===== config.mk =====
export PLATFORM = sky130hd
export DESIGN_NAME = tfs_tx_flat
export DESIGN_NICKNAME = d
export VERILOG_FILES = /design/src/rtl/tfs_tx_if.sv /design/src/rtl/tfs_tx.sv /design/src/flat_wrapper.sv
export SDC_FILE = /design/constraint.sdc
export NUM_CORES = 1
export LEC_CHECK = 0
export ABC_AREA = 1
export CORE_MARGIN = 1.5
export CORE_UTILIZATION = 50
export CTS_CLUSTER_SIZE = 16
export DETAILED_ROUTE_END_ITERATION = 7
export PLACE_DENSITY = 0.73
export SKIP_LAST_GASP = 1
export SYNTH_ARGS = -nofsm -noshare
export SYNTH_HDL_FRONTEND = slang
export SYNTH_SLANG_ARGS = --single-unit

===== constraint.sdc =====
create_clock -name clk -period 2.2 [get_ports clk]
set_input_delay 0.22 -clock clk [delete_from_list [all_inputs] [get_ports clk]]
set_output_delay 0.22 -clock clk [all_outputs]
set_load 0.05 [all_outputs]

===== src/rtl/tfs_tx_if.sv =====
// Word handshake between a data source and the tfs_tx UART transmitter.
// A word transfers on a rising clk edge when data_valid and data_ready are both high;
// the sink samples data_in only on that edge, and the source keeps data_in stable while data_valid is high.
interface tfs_tx_if;
    logic [15:0] data_in;
    logic        data_valid;
    logic        data_ready;

    modport master (
        output data_in,
        output data_valid,
        input  data_ready
    );

    modport slave (
        input  data_in,
        input  data_valid,
        output data_ready
    );
endinterface


===== src/rtl/tfs_tx.sv =====
// Transmits each accepted 16-bit word as two 8N1 UART bytes, low byte first, LSB first.
// All outputs are registered. fsm_state exposes the controller state for debug.
module tfs_tx #(
    parameter int CLKS_PER_BIT = 5208,
    parameter int CNT_W        = 13
) (
    input  logic       clk,
    input  logic       rst_n,
    tfs_tx_if.slave    link,
    output logic       tx,
    output logic       busy,
    output logic       byte_cnt,
    output logic       word_done,
    output logic [1:0] fsm_state
);

    typedef enum logic [1:0] {
        IDLE  = 2'd0,
        START = 2'd1,
        DATA  = 2'd2,
        STOP  = 2'd3
    } state_t;

    localparam logic [CNT_W-1:0] LAST     = CNT_W'(CLKS_PER_BIT - 1);
    localparam logic [CNT_W-1:0] PRE_LAST = CNT_W'(CLKS_PER_BIT - 2);

    state_t           state;
    logic [CNT_W-1:0] cnt;
    logic [2:0]       bit_idx;
    logic [7:0]       shift;
    logic [7:0]       hi_byte;
    logic             period_end;

    assign period_end = (cnt == LAST);
    assign fsm_state  = state;

    always_ff @(posedge clk or negedge rst_n) begin
        if (!rst_n) begin
            state           <= IDLE;
            cnt             <= '0;
            bit_idx         <= '0;
            shift           <= '0;
            hi_byte         <= '0;
            tx              <= 1'b1;
            link.data_ready <= 1'b0;
            busy            <= 1'b0;
            byte_cnt        <= 1'b0;
            word_done       <= 1'b0;
        end else begin
            case (state)
                IDLE: begin
                    cnt     <= '0;
                    bit_idx <= '0;
                    if (link.data_valid && link.data_ready) begin
                        shift           <= link.data_in[7:0];
                        hi_byte         <= link.data_in[15:8];
                        byte_cnt        <= 1'b0;
                        busy            <= 1'b1;
                        link.data_ready <= 1'b0;
                        tx              <= 1'b0;
                        state           <= START;
                    end else begin
                        link.data_ready <= 1'b1;
                        busy            <= 1'b0;
                        tx              <= 1'b1;
                    end
                end

                START: begin
                    if (period_end) begin
                        cnt     <= '0;
                        bit_idx <= '0;
                        tx      <= shift[0];
                        state   <= DATA;
                    end else begin
                        cnt <= cnt + 1'b1;
                    end
                end

                DATA: begin
                    if (period_end) begin
                        cnt <= '0;
                        if (bit_idx == 3'd7) begin
                            tx    <= 1'b1;
                            state <= STOP;
                        end else begin
                            // shift[1] is the next bit once this shift lands
                            shift   <= {1'b0, shift[7:1]};
                            tx      <= shift[1];
                            bit_idx <= bit_idx + 1'b1;
                        end
                    end else begin
                        cnt <= cnt + 1'b1;
                    end
                end

                STOP: begin
                    if (period_end) begin
                        cnt <= '0;
                        if (!byte_cnt) begin
                            shift    <= hi_byte;
                            byte_cnt <= 1'b1;
                            tx       <= 1'b0;
                            state    <= START;
                        end else begin
                            word_done       <= 1'b0;
                            busy            <= 1'b0;
                            link.data_ready <= 1'b1;
                            byte_cnt        <= 1'b0;
                            state           <= IDLE;
                        end
                    end else begin
                        cnt <= cnt + 1'b1;
                        // Raised one edge early so the pulse coincides with the final stop-bit cycle.
                        if (byte_cnt && (cnt == PRE_LAST)) begin
                            word_done <= 1'b1;
                        end
                    end
                end

                default: begin
                    state <= IDLE;
                end
            endcase
        end
    end

endmodule


===== src/flat_wrapper.sv =====
// flat-port wrapper written by rule: the top's interface ports become plain ports
module tfs_tx_flat 
#(
    parameter int CLKS_PER_BIT = 5208,
    parameter int CNT_W        = 13
)
  (clk, rst_n, tx, busy, byte_cnt, word_done, fsm_state, link_data_in, link_data_valid, link_data_ready);
  tfs_tx_if link_i ();
  input  logic clk;
  input  logic rst_n;
  output logic tx;
  output logic busy;
  output logic byte_cnt;
  output logic word_done;
  output logic [1:0] fsm_state;
  input wire logic [$bits(link_i.data_in)-1:0] link_data_in;
  input wire logic [$bits(link_i.data_valid)-1:0] link_data_valid;
  output wire logic [$bits(link_i.data_ready)-1:0] link_data_ready;
  assign link_i.data_in = link_data_in;
  assign link_i.data_valid = link_data_valid;
  assign link_data_ready = link_i.data_ready;
  tfs_tx #(.CLKS_PER_BIT(CLKS_PER_BIT), .CNT_W(CNT_W)) u_core (.clk(clk), .rst_n(rst_n), .link(link_i), .tx(tx), .busy(busy), .byte_cnt(byte_cnt), .word_done(word_done), .fsm_state(fsm_state));
endmodule

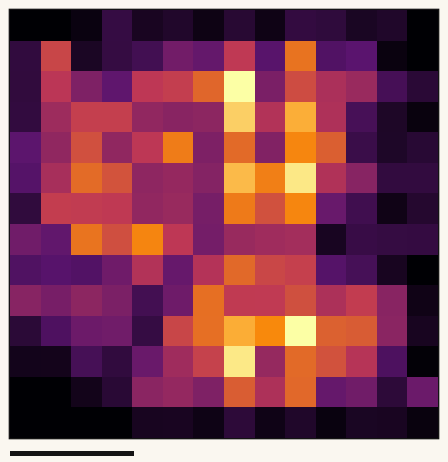
**Above:** run 1 (wiring heat map).
The bar under the picture is 20 microns long. The die is cut into 14 by 14 equal tiles; black is low, pale yellow is high, scaled to the fullest tile. Values are wire area over tile area, all layers added.
mean over tiles	0.14
densest ninth of the die	middle
emptiest ninth of the die	bottom left
nearly empty tiles	6.1%
fullest tile	0.42

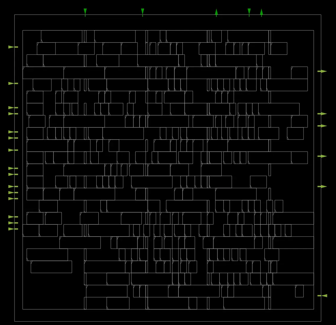
**Above:** run 1 (cell outlines without signal wires).
well tap count: 50
Final Util: 62.9%
number of sequential storage elements: 39
standard-cell rows: 23
filler cell count: 377

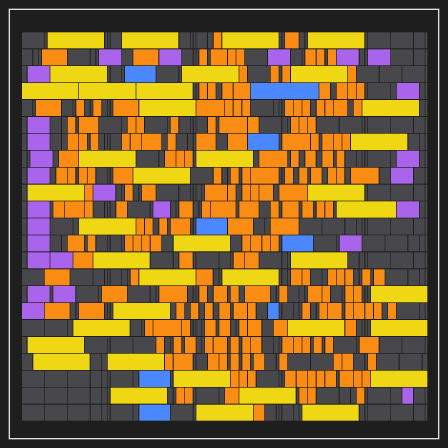
**Above:** run 1 (cell classes on the final placement).
Fill, decap, tap and diode cells in gray.
color	class	cells
purple	remaining buffers and delay cells	26
blue	clock drivers and dummy loads	8
yellow	registers	39
orange	remaining logic cells	218

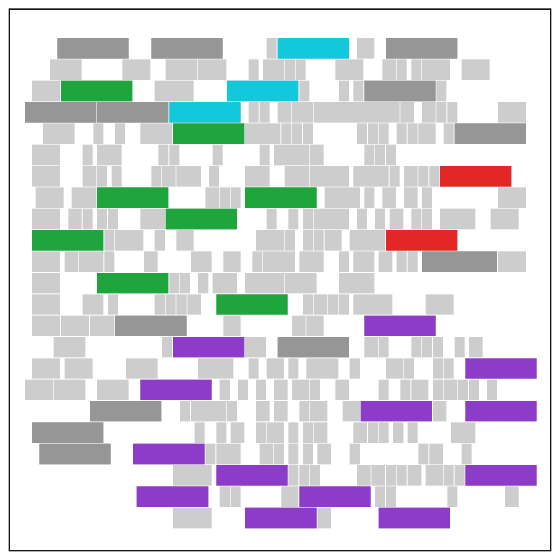
**Above:** run 1 (where the registers sit).
Other sequential cells in the stronger gray, the rest of the logic in the fainter gray.
color	name in the netlist	sequential cells
purple	u_core.cnt	13
red	u_core.fsm_state	2
green	u_core.shift	8
cyan	u_core.bit_idx	3

==> reports/summary.json, run 1 <==
{
  "cts": {
    "cts_resized": 0,
    "cts_tree": "yes",
    "cts.reportedPaths.clkPinSlew_ns": 0.08,
    "cts_made_buffers": 5,
    "cts-root-buf": "sky130_fd_sc_hd__clkbuf_8",
    "cts_h_tree_depth": 2,
    "clkSinkCount": 39,
    "clkLatencyLatePin_ns": 0.30,
    "post_cts_hold_fix_buffer_tally": 0
  },
  "layout": {
    "largest_reg_flops": 13,
    "finalInstanceArea_sq_um": 2570,
    "nNonClkInverters": 25,
    "comb-cell-share_pct": 41.5,
    "dominant_kind_of_cell_by_area": "combinational gates",
    "register_with_the_most_flip_flops": "u_core.cnt",
    "area.share.sequential_pct": 38.0,
    "multi_input_comb_area_sq_um": 1060,
    "largest_registers": "u_core.cnt x13, u_core.hi_byte x8, u_core.shift x8",
    "drive_gt1_share_pct": 14.8,
    "fin_nets": 319,
    "instances_no_fill": 341,
    "antenna_cells": 0,
    "nonClockBufferCount": 26,
    "most_used_logic_cell_in_the_final_layout": "sky130_fd_sc_hd__nand2_1",
    "regArea_sq_um": 977,
    "area_delta_synth_final_pct": 18.7,
    "final.clkbuf_count": 6
  },
  "yosys": {
    "synthesis.instances": 261,
    "post_synth_and_or_nand_nor_area_fraction_pct": 30.2,
    "synthTopCellsByCount": "sky130_fd_sc_hd__nand2_1, sky130_fd_sc_hd__dfrtp_1, sky130_fd_sc_hd__inv_1",
    "syn-mean-instance-area_sq_um": 8.29,
    "netlist.top_cell.by_instances": "sky130_fd_sc_hd__nand2_1",
    "synth.distinct_cells": 29,
    "muxShareOfSynthArea_pct": 4.16,
    "yosys_synthesis_chip_area_sq_um": 2160,
    "aoi_share_pct": 8.27,
    "ff_type": "sky130_fd_sc_hd__dfrtp_1",
    "synthesized_nets": 290,
    "post_synth_instance_area_sq_um": 2160,
    "synthTopCellsByArea": "sky130_fd_sc_hd__dfrtp_1, sky130_fd_sc_hd__nand2_1, sky130_fd_sc_hd__ha_1, sky130_fd_sc_hd__mux2_2, sky130_fd_sc_hd__o21ai_2",
    "enable_flop_cells": 0,
    "ys_ff": 39,
    "synth_sequential_area_ratio_pct": 45.1,
    "synth_xor_xnor_area_share_pct": 0.809,
    "synth.yosys.num_cells": 261,
    "netlist.area_leader.share_pct": 43.9,
    "postSynth.asyncResetShare_pct": 100
  },
  "sta": {
    "hold_ws_ns": 0.0360,
    "final_hold_viol_count": 0,
    "clock_skew_ns": 0.00588,
    "max_freq_mhz": 535,
    "setup_ws_ns": 0.332,
    "finalSetupViolations": 0,
    "relative_slew_slack_pct": 41.3,
    "worstMarginPinSlew_ns": 0.881,
    "finalCritPeriodShare_pct": 84.9,
    "final-max-slew-violation-count": 0,
    "totalNegativeSetupSlack_ns": 0
  },
  "power": {
    "peakVddDrop_uv": 613,
    "power_frac_seq_pct": 33.7,
    "clock_power_mw": 0.626,
    "finalPower_mw": 3.36,
    "intPower_mw": 1.93,
    "p_leak_nw": 1.22,
    "netSwitchingPower_mw": 1.43,
    "pwr_density_cell_nw_per_um2": 1310,
    "seq_cell_power_mw": 1.13
  },
  "critical_path": {
    "critPathTopFamily": "simple AND/OR/NAND/NOR gates",
    "ff_to_ff_end": "u_core.shift[7]",
    "regToRegStartpoint": "u_core.fsm_state[0]",
    "critical_path.endpoint": "u_core.shift[7]",
    "r2r_cells": 8,
    "critical_path.n_buffers_inverters": 2,
    "reg2reg_setup_slack_ns": 0.33,
    "cp.required_ns": 2.39,
    "crit_path_top_delay_cell": "sky130_fd_sc_hd__dfrtp_1",
    "start_kind": "flop",
    "critical_path.startpoint": "u_core.fsm_state[0]",
    "worstSetupPathType": "reg -> reg",
    "crit_path_cell_trace": "inv_1 -> ha_1 -> nand2_1 -> inv_1 -> nor3_2 -> nand2_4 -> nand2_1 -> o21ai_2",
    "critPathArrivalTime_ns": 2.06
  },
  "detailed_routing": {
    "wl_mm": 4.17,
    "route.vias.total": 1756,
    "detail_route.vias_per_cell": 5.15,
    "drt_iter0_drc": 94,
    "met2_length_mm": 1.87,
    "wire_per_inst_microns": 12.2,
    "postRouteAntennaNets": 0,
    "drc_errors": 0
  },
  "job": {
    "max-cap-violations": 0,
    "stage_log_warnings": 32
  },
  "die": {
    "floorplan.io_pins": 26,
    "die_w_microns": 68.8,
    "die_y_microns": 68.8,
    "die_area_sq_um": 4730,
    "core_area_sq_um": 4090,
    "initCoreUtil_pct": 53.0
  },
  "global_route": {
    "grtUsageMet3_pct": 5.36,
    "track_usage_pct": 20.0,
    "use_met2_pct": 30.4,
    "grt_antenna_before_repair": 0,
    "globalRoute.totalOverflow": 0,
    "grt_start_max_net_pins": 40,
    "grt_pass1_vias": 1569,
    "most_crowded_layer_gr": "met2",
    "grt.met1_usage_pct": 26.9
  },
  "placement": {
    "buffer_ports.inserted": 25,
    "place_hpwl_mm": 3.05,
    "placedInstanceArea_sq_um": 2450,
    "dpl.cell_count": 333,
    "placement.setup.worst_slack_ns": 0.343
  },
  "worst_hold_path": {
    "hold_path_class": "in -> async"
  },
  "run_status": {
    "status": "complete, no violations"
  }
}
==> run 2, diff against run 1 <==
==> constraint.sdc (replaced) <==
create_clock -name clk -period 1.9 [get_ports clk]
set_input_delay 0.19 -clock clk [delete_from_list [all_inputs] [get_ports clk]]
set_output_delay 0.19 -clock clk [all_outputs]
set_load 0.05 [all_outputs]
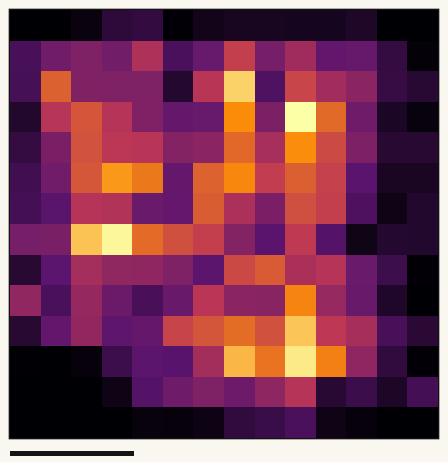
**Above:** run 2 (wiring heat map).
The bar under the picture is 20 microns long. The die is cut into 14 by 14 equal tiles; black is low, pale yellow is high, scaled to the fullest tile. Values are wire area over tile area, all layers added.
emptiest ninth of the die	bottom left
mean over tiles	0.14
nearly empty tiles	12%
fullest tile	0.43
tiles over half the peak	21%

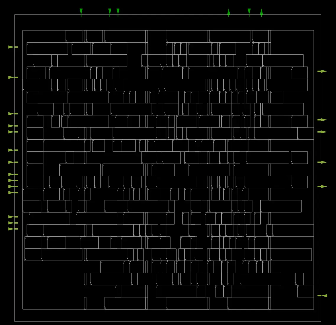
**Above:** run 2 (cell outlines without signal wires).
Final Util: 64.1%
sequential fraction of total cell area: 37.4%
Non-Filler Instances: 347
core box area: 4090 sq um

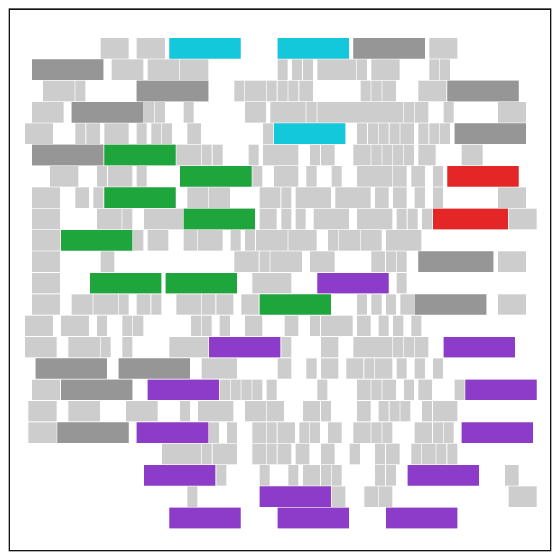
**Above:** run 2 (where the registers sit).
Other sequential cells in the stronger gray, the rest of the logic in the fainter gray.
color	name in the netlist	sequential cells
cyan	u_core.bit_idx	3
red	u_core.fsm_state	2
green	u_core.shift	8
purple	u_core.cnt	13

==> run 2 against run 1 <==
Against the previous run: clock-buffer cell count unchanged; register-to-register slack worse by 0.14 ns; global-route usage about the same; largest cell class unchanged; highest routed layer unchanged; clock power up 15%; core utilization up 1.2 points; setup slack worse by 0.23 ns; sequential share of layout area down 0.66 points; non-clock buffer count up 6; critical path depth down 7.
==> reports/summary.json, run 2 <==
{
  "sta": {
    "final-max-slew-violation-count": 0,
    "clock_skew_ns": 0.00799,
    "final_hold_viol_count": 0,
    "setup_ws_ns": 0.0986,
    "finalSetupViolations": 0,
    "relative_slew_slack_pct": 65.7,
    "totalNegativeSetupSlack_ns": 0,
    "worstMarginPinSlew_ns": 0.515,
    "hold_ws_ns": 0.397,
    "finalCritPeriodShare_pct": 94.8,
    "max_freq_mhz": 555
  },
  "critical_path": {
    "critPathTopFamily": "buffers and inverters",
    "worst_path_largest_cell_delay_ns": 0.79,
    "ff_to_ff_end": "u_core.shift[4]",
    "critPathArrivalTime_ns": 1.61,
    "crit_path_cell_trace": "clkdlybuf4s50_1",
    "start_kind": "flop",
    "cp.required_ns": 1.71,
    "critical_path.n_buffers_inverters": 1,
    "worstSetupPathType": "reg -> out",
    "critical_path.endpoint": "tx",
    "reg2reg_setup_slack_ns": 0.19,
    "critical_path.startpoint": "u_core.tx",
    "regToRegStartpoint": "u_core.fsm_state[0]",
    "r2r_cells": 8,
    "crit_path_top_delay_cell": "sky130_fd_sc_hd__clkdlybuf4s50_1"
  },
  "power": {
    "clock_power_mw": 0.717,
    "p_leak_nw": 1.25,
    "finalPower_mw": 3.94,
    "pwr_density_cell_nw_per_um2": 1500,
    "peakVddDrop_uv": 819,
    "netSwitchingPower_mw": 1.66,
    "power_frac_seq_pct": 33.3,
    "intPower_mw": 2.28,
    "seq_cell_power_mw": 1.31
  },
  "placement": {
    "place_hpwl_mm": 3.10,
    "dpl.cell_count": 338,
    "placedInstanceArea_sq_um": 2490,
    "buffer_ports.inserted": 25,
    "placer_s_final_routability_congestion_estimate": 0.898,
    "placement.setup.worst_slack_ns": 0.199
  },
  "yosys": {
    "post_synth_and_or_nand_nor_area_fraction_pct": 30.2,
    "postSynth.asyncResetShare_pct": 100,
    "post_synth_instance_area_sq_um": 2160,
    "top_area_cell": "sky130_fd_sc_hd__dfrtp_1",
    "synthesized_nets": 290,
    "netlist.area_leader.share_pct": 43.9,
    "synth.yosys.num_cells": 261,
    "synth.distinct_cells": 29,
    "ys_ff": 39,
    "aoi_share_pct": 8.27,
    "synth_xor_xnor_area_share_pct": 0.809,
    "yosys_synthesis_chip_area_sq_um": 2160,
    "syn-mean-instance-area_sq_um": 8.29,
    "synthTopCellsByCount": "sky130_fd_sc_hd__nand2_1, sky130_fd_sc_hd__dfrtp_1, sky130_fd_sc_hd__inv_1",
    "enable_flop_cells": 0,
    "synthTopCellsByArea": "sky130_fd_sc_hd__dfrtp_1, sky130_fd_sc_hd__nand2_1, sky130_fd_sc_hd__ha_1, sky130_fd_sc_hd__mux2_2, sky130_fd_sc_hd__o21ai_2",
    "netlist.top_cell.by_instances": "sky130_fd_sc_hd__nand2_1",
    "ff_type": "sky130_fd_sc_hd__dfrtp_1",
    "muxShareOfSynthArea_pct": 4.16,
    "synth_sequential_area_ratio_pct": 45.1,
    "synthesis.instances": 261
  },
  "global_route": {
    "grt_pass1_vias": 1574,
    "use_met2_pct": 29.3,
    "grt_antenna_before_repair": 0,
    "globalRoute.totalOverflow": 0,
    "grt.met1_usage_pct": 28.6,
    "track_usage_pct": 20.0,
    "most_crowded_layer_gr": "met2",
    "grtUsageMet3_pct": 5.36,
    "grt_start_max_net_pins": 25
  },
  "layout": {
    "area_delta_synth_final_pct": 20.9,
    "nNonClkInverters": 25,
    "fin_nets": 325,
    "largest_reg_flops": 13,
    "largest_registers": "u_core.cnt x13, u_core.hi_byte x8, u_core.shift x8",
    "nonClockBufferCount": 32,
    "antenna_cells": 0,
    "most_used_logic_cell_in_the_final_layout": "sky130_fd_sc_hd__nand2_1",
    "dominant_kind_of_cell_by_area": "combinational gates",
    "final.clkbuf_count": 6,
    "register_with_the_most_flip_flops": "u_core.cnt",
    "n_fill_cell": 377,
    "finalInstanceArea_sq_um": 2620,
    "multi_input_comb_area_sq_um": 1060,
    "drive_gt1_share_pct": 16.5,
    "nFlopsAndLatches": 39,
    "regArea_sq_um": 978,
    "comb-cell-share_pct": 40.7
  },
  "cts": {
    "clkLatencyLatePin_ns": 0.29,
    "clkSinkCount": 39,
    "cts_made_buffers": 5,
    "cts.reportedPaths.clkPinSlew_ns": 0.08,
    "cts_h_tree_depth": 2,
    "cts_resized": 0,
    "cts-root-buf": "sky130_fd_sc_hd__clkbuf_8",
    "post_cts_hold_fix_buffer_tally": 1,
    "cts_tree": "yes"
  },
  "job": {
    "stage_log_warnings": 32,
    "max-cap-violations": 0
  },
  "detailed_routing": {
    "drc_errors": 0,
    "detailedRoute.firstPassIterationCount": 4,
    "drt_iter0_drc": 127,
    "detail_route.vias_per_cell": 5.03,
    "route.vias.total": 1744,
    "met2_length_mm": 1.72,
    "postRouteAntennaNets": 0,
    "wl_mm": 4.08,
    "wire_per_inst_microns": 11.7
  },
  "die": {
    "taps": 50,
    "floorplan.rows": 23,
    "die_w_microns": 68.8,
    "floorplan.io_pins": 26,
    "die_area_sq_um": 4730,
    "die_y_microns": 68.8,
    "initCoreUtil_pct": 53.0
  },
  "run_status": {
    "status": "complete, no violations"
  },
  "worst_hold_path": {
    "hold_path_class": "in -> async"
  }
}
Power figures rest on the tool's default switching activity, not on a simulated workload.
